$ cat src/rtl/tagger_pkg.sv
// Shared definitions for the pulse tagger acquisition path: run-state
// encoding, record field positions and default widths.
package tagger_pkg;

   localparam int DEF_REC_W = 44;
   localparam int DEF_CNT_W = 32;

   // Record layout: {channel mask, wrap marker, timestamp}
   localparam int REC_CH_MSB   = 43;
   localparam int REC_CH_LSB   = 40;
   localparam int REC_WRAP_BIT = 39;
   localparam int REC_TS_MSB   = 38;

   typedef enum logic [1:0] {
      IDLE     = 2'd0,
      CLEARING = 2'd1,
      RUN      = 2'd2,
      DRAIN    = 2'd3
   } acqState_e;

endpackage

$ cat src/rtl/tagger_sat_counter.sv
// Saturating up-counter with synchronous clear. Once it reaches all-ones
// it stays there, so a long run never shows a small count after wrapping.
module sat_counter #(
   parameter int CNT_W = 32
) (
   input  logic             clk,
   input  logic             reset_n,
   input  logic             clear_i,
   input  logic             inc_i,
   output logic [CNT_W-1:0] count_o
);

   logic [CNT_W-1:0] count_q;

   // Clear has priority over increment; increment stops at all-ones.
   always_ff @(posedge clk or negedge reset_n) begin
      if (!reset_n) begin
         count_q <= '0;
      end else if (clear_i) begin
         count_q <= '0;
      end else if (inc_i && (count_q != '1)) begin
         count_q <= count_q + 1'b1;
      end
   end

   assign count_o = count_q;

endmodule

$ cat src/rtl/tagger_acq_ctrl.sv
// Acquisition run sequencer: clears the time-stamp timer, enables the
// registration block, captures records into a one-entry output register
// with a valid/accept handshake, and keeps record/wrap/lost counters.
module tagger_acq_ctrl
   import tagger_pkg::*;
#(
   parameter int REC_W   = DEF_REC_W,
   parameter int CNT_W   = DEF_CNT_W,
   parameter int CLR_CYC = 2
) (
   input  logic             clk,
   input  logic             reset_n,
   input  logic             cmd_start,
   input  logic             cmd_stop,
   input  logic             cfg_limit_en,
   input  logic [CNT_W-1:0] cfg_limit,
   output logic             tag_clear,
   output logic             tag_operate,
   input  logic [REC_W-1:0] rec_data,
   input  logic             rec_ready,
   output logic [REC_W-1:0] out_data,
   output logic             out_valid,
   input  logic             out_accept,
   output logic             busy,
   output logic             done,
   output logic [CNT_W-1:0] rec_count,
   output logic [CNT_W-1:0] wrap_count,
   output logic [CNT_W-1:0] lost_count
);

   localparam int               CLR_W    = (CLR_CYC > 1) ? $clog2(CLR_CYC) : 1;
   localparam logic [CLR_W-1:0] CLR_LAST = CLR_W'(CLR_CYC - 1);

   acqState_e        state_q, state_d;
   logic [CLR_W-1:0] clrCnt_q, clrCnt_d;
   logic             tagClear_q, tagOperate_q, done_q;
   logic             outValid_q;
   logic [REC_W-1:0] outData_q;

   logic inRun, runStart, limitHit, capture, lose, xfer;

   assign inRun    = (state_q == RUN);
   assign runStart = (state_q == IDLE) && cmd_start;
   assign limitHit = cfg_limit_en && (rec_count >= cfg_limit);
   assign xfer     = outValid_q && out_accept;
   assign capture  = inRun && rec_ready && (!outValid_q || out_accept);
   assign lose     = inRun && rec_ready && outValid_q && !out_accept;

   // Next-state decode for the run sequence and the clear-phase cycle count.
   always_comb begin
      state_d  = state_q;
      clrCnt_d = clrCnt_q;
      case (state_q)
         IDLE: begin
            if (cmd_start) begin
               state_d  = CLEARING;
               clrCnt_d = '0;
            end
         end
         CLEARING: begin
            if (cmd_stop) begin
               state_d = DRAIN;
            end else if (clrCnt_q == CLR_LAST) begin
               state_d = RUN;
            end else begin
               clrCnt_d = clrCnt_q + 1'b1;
            end
         end
         RUN: begin
            if (cmd_stop || limitHit) begin
               state_d = DRAIN;
            end
         end
         DRAIN: begin
            if (!outValid_q) begin
               state_d = IDLE;
            end
         end
         default: state_d = IDLE;
      endcase
   end

   // State register plus registered control outputs decoded from the next state.
   always_ff @(posedge clk or negedge reset_n) begin
      if (!reset_n) begin
         state_q      <= IDLE;
         clrCnt_q     <= '0;
         tagClear_q   <= 1'b1;
         tagOperate_q <= 1'b0;
         done_q       <= 1'b0;
      end else begin
         state_q      <= state_d;
         clrCnt_q     <= clrCnt_d;
         tagClear_q   <= (state_d == IDLE) || (state_d == CLEARING);
         tagOperate_q <= (state_d == RUN);
         done_q       <= (state_q == DRAIN) && (state_d == IDLE);
      end
   end

   // One-entry output register; a new run discards whatever was still held.
   always_ff @(posedge clk or negedge reset_n) begin
      if (!reset_n) begin
         outValid_q <= 1'b0;
         outData_q  <= '0;
      end else if (runStart) begin
         outValid_q <= 1'b0;
      end else if (capture) begin
         outValid_q <= 1'b1;
         outData_q  <= rec_data;
      end else if (xfer) begin
         outValid_q <= 1'b0;
      end
   end

   sat_counter #(.CNT_W(CNT_W)) u_recCnt (
      .clk     (clk),
      .reset_n (reset_n),
      .clear_i (runStart),
      .inc_i   (capture),
      .count_o (rec_count)
   );

   sat_counter #(.CNT_W(CNT_W)) u_wrapCnt (
      .clk     (clk),
      .reset_n (reset_n),
      .clear_i (runStart),
      .inc_i   (capture && rec_data[REC_WRAP_BIT]),
      .count_o (wrap_count)
   );

   sat_counter #(.CNT_W(CNT_W)) u_lostCnt (
      .clk     (clk),
      .reset_n (reset_n),
      .clear_i (runStart),
      .inc_i   (lose),
      .count_o (lost_count)
   );

   assign tag_clear   = tagClear_q;
   assign tag_operate = tagOperate_q;
   assign done        = done_q;
   assign busy        = (state_q != IDLE);
   assign out_valid   = outValid_q;
   assign out_data    = outData_q;

endmodule

$ cat config.mk
export PLATFORM = sky130hd
export DESIGN_NAME = tagger_acq_ctrl
export DESIGN_NICKNAME = d
export VERILOG_FILES = /design/src/rtl/tagger_pkg.sv /design/src/rtl/tagger_sat_counter.sv /design/src/rtl/tagger_acq_ctrl.sv
export SDC_FILE = /design/constraint.sdc
export NUM_CORES = 1
export LEC_CHECK = 0
export ABC_AREA = 1
export ABC_CLOCK_PERIOD_IN_PS = 4100
export CAP_MARGIN = 20
export CORE_MARGIN = 10
export CORE_UTILIZATION = 50
export CTS_BUF_LIST = sky130_fd_sc_hd__clkbuf_4
export CTS_CLUSTER_SIZE = 20
export DETAILED_ROUTE_END_ITERATION = 10
export PLACE_DENSITY = 0.82
export SETUP_SLACK_MARGIN = 0.5
export SYNTH_ARGS = -nofsm -noshare
export SYNTH_HDL_FRONTEND = slang
export SYNTH_SLANG_ARGS = --single-unit
export TNS_END_PERCENT = 50
$ cat constraint.sdc
create_clock -name clk -period 4.1 [get_ports clk]
set_input_delay 1.025 -clock clk [delete_from_list [all_inputs] [get_ports clk]]
set_output_delay 1.025 -clock clk [all_outputs]
set_load 0.01 [all_outputs]
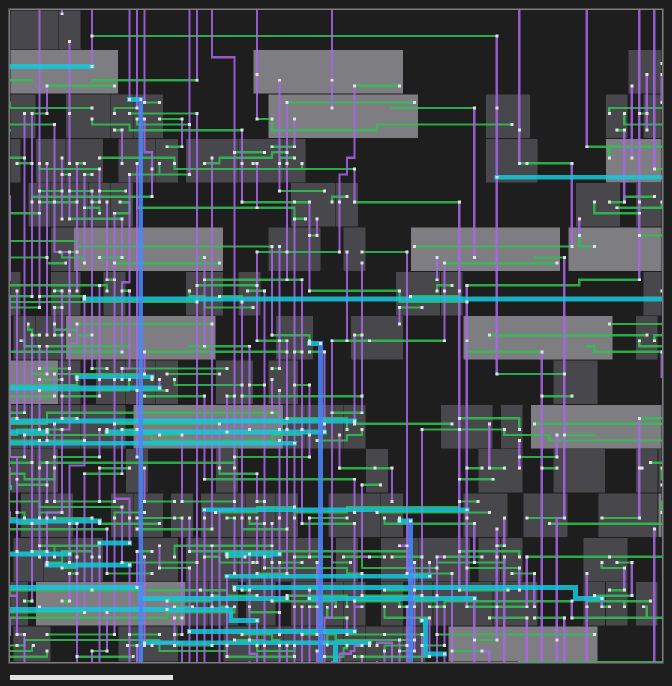
*Close-up of the layout, run 1*
Scale bar: 10 um. Region (55, 25) to (95, 65) um. Cells in grey, sequential cells in the stronger grey; small squares are vias.
Key: met1 = green; met4 = blue; met2 = purple; met3 = cyan
Most frequent: nand2_1 (25), inv_1 (13), dfrtp_1 (12). Netlist names of flops here include `u_wrapCnt.count_o` (10), `u_recCnt.count_o` (2). Sequential cells in the window: 12. 124 logic cells have their middle in the window.

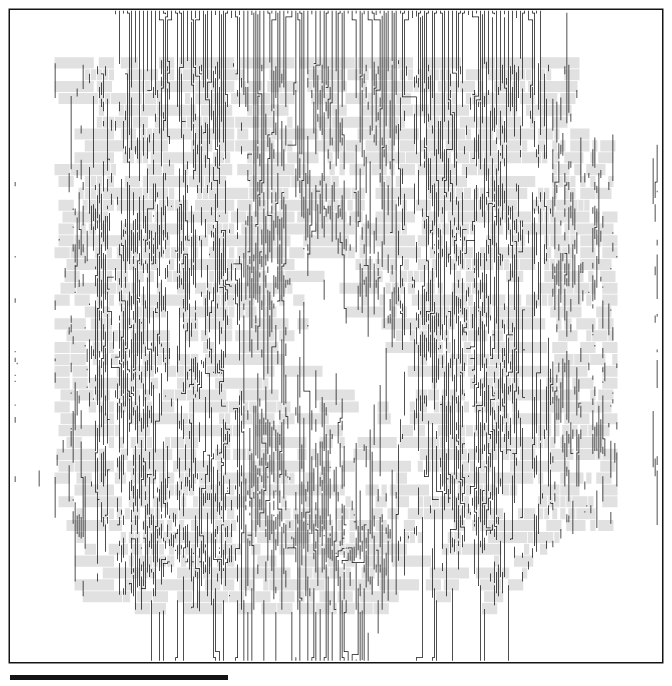
*Metal 2, run 1*
Scale bar: 50 um.
1192 nets have wire on it. The longest straight run is 56.4 um.
fraction of met2 tracks used by global routing: 0.3928
Vias: 8440
total wire length: 26150 um

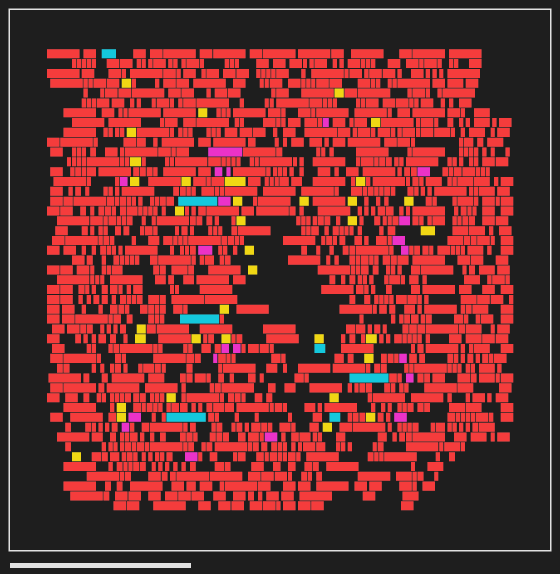
*Cells by drive strength, run 1*
Scale bar: 50 um.
Key: drive 3 to 4 = yellow [cells 35, most used clkbuf_4]; drive 1 or less = red [cells 1305, most used nand2_1]; drive 6 and up = cyan [cells 7, most used bufinv_16]; drive 2 = magenta [cells 21, most used nor3_2]

==> notes.md, run 1 <==
Notes from the flow run.

Placement:
- The run gives the final HPWL from detailed placement as 19900 um.
- The run puts the number of buffer cells added on primary ports at 227.
- The run gives the global placer's final weighted congestion as 0.9595.

Power and ir drop:
- The run puts the clock group power at 1050 uW.
- The run gives the maximum resistive drop on vdd as 0.0002731 V.
- Of the total power, the clock network draws 0.235.
- The run gives the net switching power as 1557 uW.
- Per the summary, power density relative to cell area is 398.8 nW/um^2.

Clock network:
- The run gives the insertion delay of the later-clocked pin in the worst-skew pair as 0.55 ns.
- The run gives the TritonCTS clock tree as yes.
- The run gives the number of buffers inserted during clock tree synthesis as 17.
- The run gives the post-CTS setup buffer count as 0.
- The run gives the total number of H-tree levels as 4.

Die:
- The core region is 16520 um^2.
- The run puts the total I/O pin count at 228.
- The run gives the effective utilization at floorplan as 0.5072.
- The run puts the number of standard-cell rows in the floorplan at 47.
- The run gives the die extent in y as 149.5 um.

Yosys:
- The run gives the post-synth design cell area as 8382 um^2.
- The run gives the flop and latch count out of synthesis as 147.
- Yosys attributes the largest share of cell area to dfrtp_1, nand2_1, inv_1.
- The run puts the net count after synthesis at 1241.
- The synthesized design spends more area on one cell type than any other, namely dfrtp_1.
- The run puts the area share of the leading cell type in the synthesized netlist at 0.4359.
- The run gives the main logic family after synthesis as simple AND/OR/NAND/NOR gates.
- The run puts the synthesized-area fraction occupied by xor and xnor cells at 0.01776.
- The run gives the dominant cell by count in the synthesized netlist as nand2_1.
- The run puts the post-synthesis sequential area ratio at 0.4390.
- The synth_stat.txt file lists the number of cells as 1123.
- For this run, the leading register cell type out of synthesis is dfrtp_1.
- Averaged over all synthesized cells, the footprint is 7.464 um^2.

Cells and area:
- The run gives the filler cell count as 1371.
- The run puts the non-filler instance count after layout at 1589.
- By instance count after routing, the leading logic cell type is nand2_1.
- The non-clock inverters instantiated in the layout total 152.
- Per the layout area report, the combinational fraction of cell area is 0.3593.
- Counting the clock-network buffers in the layout gives 20.
- The run puts the share of layout cells above drive strength 1 at 0.04605.
- The run puts the fraction of area in clock buffers and inverters at 0.02940.

Worst setup path:
- The OpenROAD report gives the critical path a data arrival time of 1.89 ns.
- The worst setup path is captured at an output pin.
- The run gives the capturing instance or port of the critical path as busy.
- The run gives the critical path start-end classification as reg2out.
- In this run the worst path has a maximum fanout of 5.

Global routing:
- The run gives the number of antenna violations at the first check in global routing as 1.
- Total global-route track usage over all layers is 0.2269.
- The run gives the aggregate global routing overflow as 0.
- The run gives the first-pass GRT wire length as 41460 um.

Route:
- The run gives the amount of wire on met2 after detailed routing as 13210 um.
- The run puts the final routed wire length divided by cell count at 16.46 um.
- The run gives the via density per instance as 5.312.
- The highest layer touched by signal routing is met4.

Outcome:
- The run finished with clean final reports.

Timing:
- The run gives the final critical-path required period as 2.918 ns.
- The run puts the max-slew violation total from the final report at 0.
[run 1: worst max-delay path, stage by stage (launching register included)]
cell	delay, ns
dfrtp_1	0.46
nor2_1	0.25
inv_1	0.10
clkdlybuf4s50_1	0.54
[run 1: metrics by stage]
stage / power (uW) / hold slack [ns] / setup WS (ns) / instance area [um^2]
after floorplan: 2596 / 0.4887 / 1.772 / 8382
after global placement: 3421 / 0.4525 / 0.8203 / 10900
after detailed placement: 3468 / 0.4575 / 0.7564 / 10900
after CTS: 4523 / 0.4775 / 1.133 / 11230
after global routing: 4740 / 0.4853 / 0.9999 / 11240
final: 4482 / 0.4803 / 1.182 / 11240
[run 1: cell families after synthesis]
family / after synthesis
simple gates: 594
flops: 147
xor+xnor: 17
compound gates: 155
buf+inv: 175
fa+ha+maj: 35
==> run 2: changes to the inputs <==
--- a/config.mk
+++ b/config.mk
@@ -6,7 +6,7 @@
 export NUM_CORES = 1
 export LEC_CHECK = 0
 export ABC_AREA = 1
-export ABC_CLOCK_PERIOD_IN_PS = 4100
+export ABC_CLOCK_PERIOD_IN_PS = 2900
 export CAP_MARGIN = 20
 export CORE_MARGIN = 10
 export CORE_UTILIZATION = 50
==> constraint.sdc (replaced) <==
create_clock -name clk -period 2.9 [get_ports clk]
set_input_delay 0.725 -clock clk [delete_from_list [all_inputs] [get_ports clk]]
set_output_delay 0.725 -clock clk [all_outputs]
set_load 0.01 [all_outputs]
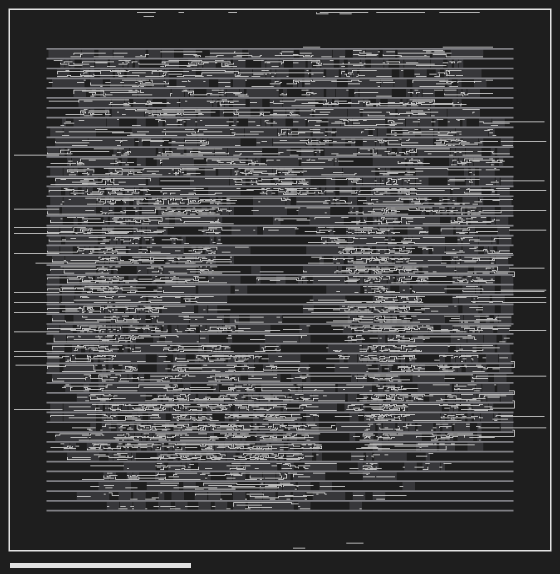
*Signal wires on met1, run 2*
Scale bar: 50 um. Supply wires on this layer in grey.
1371 nets have wire on it. The layer holds 41% of the routed length. The layer carries 10400 um of wire. The wires run mostly horizontal. The longest straight run is 30.8 um.
total wire length: 25580 um
Vias: 8480
met1 Track Usage GR: 0.2753

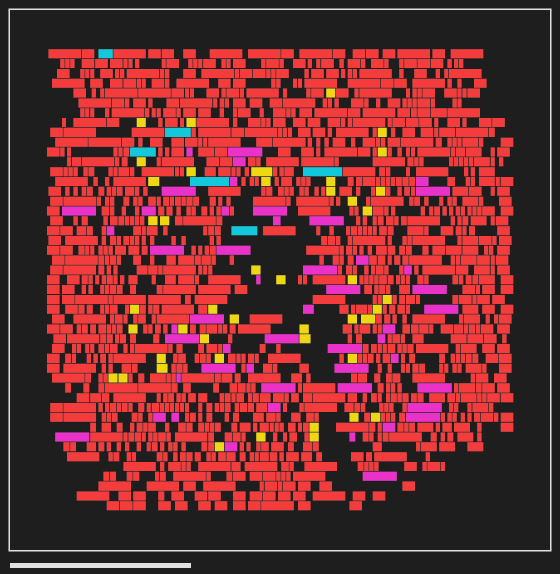
*Cells by drive strength, run 2*
Scale bar: 50 um.
Key: drive 2 = magenta [cells 50, most used dfrtp_2]; drive 6 and up = cyan [cells 6, most used buf_12]; drive 3 to 4 = yellow [cells 44, most used clkbuf_4]; drive 1 or less = red [cells 1277, most used nand2_1]
post-layout worst setup margin: 0.5725 ns
area added between synthesis and finish: 35.29%
number of buffers outside the clock class in the layout: 246
post-layout instance area: 11340 um^2

==> run 2 against run 1 <==
  * Worst setup slack got worse by 0.61 ns
  * Global-route usage fell by 0.12 points
  * Synthesized cell count is the same
  * Hold slack got worse by 0.32 ns
  * Area after synthesis stayed put
  * Total power up 38%
==> notes.md, run 2 <==
Notes from the flow run.

Global routing:
- The run gives the total routing usage reported by global routing as 0.2257 (was 0.2269).
- The run gives the first-pass GRT wire length as 41310 um (was 41460 um).
- The run puts the number of antenna violations at the first check in global routing at 1 (unchanged).
- The run gives the aggregate global routing overflow as 0 (unchanged).
- The run puts the global routing met2 resource utilization at 0.3837 (was 0.3928).

Clock network:
- The run gives the total number of H-tree levels as 4 (unchanged).
- The TritonCTS clock tree is yes (unchanged).
- The run gives the insertion delay of the later-clocked pin in the worst-skew pair as 0.53 ns (was 0.55 ns).
- The run gives the post-cts hold buffer count as 0 (unchanged).
- The run gives the number of buffers inserted during clock tree synthesis as 17 (unchanged).
- The run puts the post-CTS setup buffer count at 0 (unchanged).

Power and ir drop:
- The net switching power was 2207 uW (was 1557 uW).
- The run gives the internal power as 3959 uW (was 2925 uW).
- The share of power burned in registers is 0.435 (was 0.422).
- The run puts the maximum resistive drop on vdd at 0.0003562 V (was 0.0002731 V).
- The run puts the power consumption at 6167 uW (was 4482 uW).
- The part of the power in the clock network was 0.206 (was 0.235).
- The power per standard cell area is 543.8 nW/um^2 (was 398.8 nW/um^2).
- The run gives the largest power group as sequential cells (unchanged).
- The clock group power came to 1270 uW (was 1050 uW).
- The run puts the switching share of total power at 0.3580 (was 0.3474).

Worst setup path:
- The run gives the largest fanout on the critical path as 5 (unchanged).
- The run gives the maximum single-stage delay on the critical path as 0.59 ns (was 0.54 ns).
- The run puts the buffers plus inverters on the worst setup path at 1 (was 2).
- The run gives the first element of the critical path as u_recCnt.count_o[18] (was state_q[1]).
- The run gives the capturing instance or port of the critical path as rec_count[18] (was busy).
- The run gives the slowest stage cell on the critical path as clkdlybuf4s50_1 (unchanged).
- The dominant delay contributor by cell family on the critical path was buffers and inverters (unchanged).
- The minimum setup slack among reg-to-reg paths is 0.64 ns (was 1.35 ns).
- The startpoint of the worst-slack reg-to-reg timing path was u_lostCnt.count_o[24] (was u_wrapCnt.count_o[0]).
- The run gives the endpoint type of the worst setup path as an output pin (unchanged).
- The data arrival time of the critical path was 1.60 ns (was 1.89 ns).
- The critical path start-end classification is reg2out (unchanged).
- The run puts the number of cells on the critical path at 1 (was 3).
- Crit path cell chain: clkdlybuf4s50_1 (was nor2_1, inv_1, clkdlybuf4s50_1).

Outcome:
- Result of the run: completed (unchanged).

Yosys:
- The area share of the leading cell type in the synthesized netlist came to 0.4359 (unchanged).
- The run puts the yosys stat cell total at 1123 (unchanged).
- The most frequently used flop master after synthesis is dfrtp_1 (unchanged).
- The average cell area after synthesis was 7.464 um^2 (unchanged).
- The net count after synthesis came to 1241 (unchanged).
- The run gives the most area-hungry cell type in the Yosys netlist as dfrtp_1 (unchanged).
- Synth area leaders: dfrtp_1, nand2_1, inv_1 (unchanged).
- The post-synth design cell area was 8382 um^2 (unchanged).
- The post-synthesis sequential area ratio was 0.4390 (unchanged).
- The run puts the flop and latch count out of synthesis at 147 (unchanged).
- The run puts the async set-reset flop share out of synthesis at 1.000 (unchanged).
- The dominant cell by count in the synthesized netlist is nand2_1 (unchanged).

Timing:
- The run puts the setup skew after layout at 0.02156 ns (was 0.01794 ns).
- The run puts the tightest slew margin relative to the limit at 0.5896 (was 0.5264).
- The run puts the aggregate negative setup slack at 0 ns (unchanged).
- The worst hold slack came to 0.1572 ns (was 0.4803 ns).
- The run gives the final critical-path required period as 2.327 ns.
- The run puts the max-slew violation total from the final report at 0 (unchanged).

Cells and area:
- The run puts the share of layout cells above drive strength 1 at 0.07262 (was 0.04605).
- The non-filler instance count after layout came to 1598 (was 1589).
- The filler cell count is 1385 (was 1371).
- The fraction of area in clock buffers and inverters came to 0.02416 (was 0.02940).
- The fraction of area in multi-input gates was 0.3569 (was 0.3593).
- The run gives the count of flip-flops and latches as 147 (unchanged).
- The most frequent logic cell in the layout was nand2_1 (unchanged).
- The largest contributor to cell area by class is logic gates (unchanged).
- The run puts the inverter count at 152 (unchanged).
- The run gives the clock tree buffer count of the final layout as 18 (was 20).
- The run puts the utilization after layout at 0.6862 (was 0.6800).
- The run puts the count of antenna diodes in the layout at 1 (unchanged).

Route:
- The run puts the final routed wire length divided by cell count at 16.01 um (was 16.46 um).
- The run gives the number of DRC violations after detailed routing as 0 (unchanged).
- The run puts the via density per instance at 5.307 (was 5.312).
- The run puts the initial DRC count at 677 (was 736).
- The highest routed metal layer is met4 (unchanged).
- The run puts the detailed-routing iteration count for the pre-antenna-repair pass at 5 (unchanged).
- The amount of wire on met2 after detailed routing was 12830 um (was 13210 um).

Min path:
- The path type of the worst min-delay path is in2async (unchanged).

Die:
- The run puts the die extent in y at 149.5 um (unchanged).
- The run gives the area of the core as 16520 um^2 (unchanged).
- The run gives the effective utilization at floorplan as 0.5072 (unchanged).
- The run puts the tap cell count at 220 (unchanged).
- The overall die area came to 22340 um^2 (unchanged).
- The total I/O pin count is 228 (unchanged).
- The run puts the number of standard-cell rows in the floorplan at 47 (unchanged).

Placement:
- The run gives the final HPWL from detailed placement as 19620 um (was 19900 um).
- The run gives the global placer's final weighted congestion as 0.9728 (was 0.9595).
- The number of buffer cells added on primary ports was 227 (unchanged).
[run 2: cell types whose count changed in the layout (fill, tap and decap cells not counted), sizes merged]
cell,change
buf,+10
clkinvlp,+4
inv,-2
bufinv,-2
clkdlybuf4s50,-4
dlymetal6s2s,+3
dlygate4sd2,+1
clkinv,+1
clkbuf,-2
[run 2: kinds of logic after synthesis]
kind of cell,Yosys count,synth area share
simple gates,594,0.3051
buf+inv,175,0.07956
compound gates,155,0.1063
flops,147,0.4390
fa+ha+maj,35,0.05225
xor+xnor,17,0.01776
[run 2: stage by stage]
step                worst slack (ns)  area (um^2)
CTS                           0.4724        11280
detailed placement            0.1444        11000
global route                  0.4332        11340
global placement              0.2029        11000
finish                        0.5725        11340
floorplan                     0.8724         8382
No activity file was given, so power comes from the tool's default toggle rates.
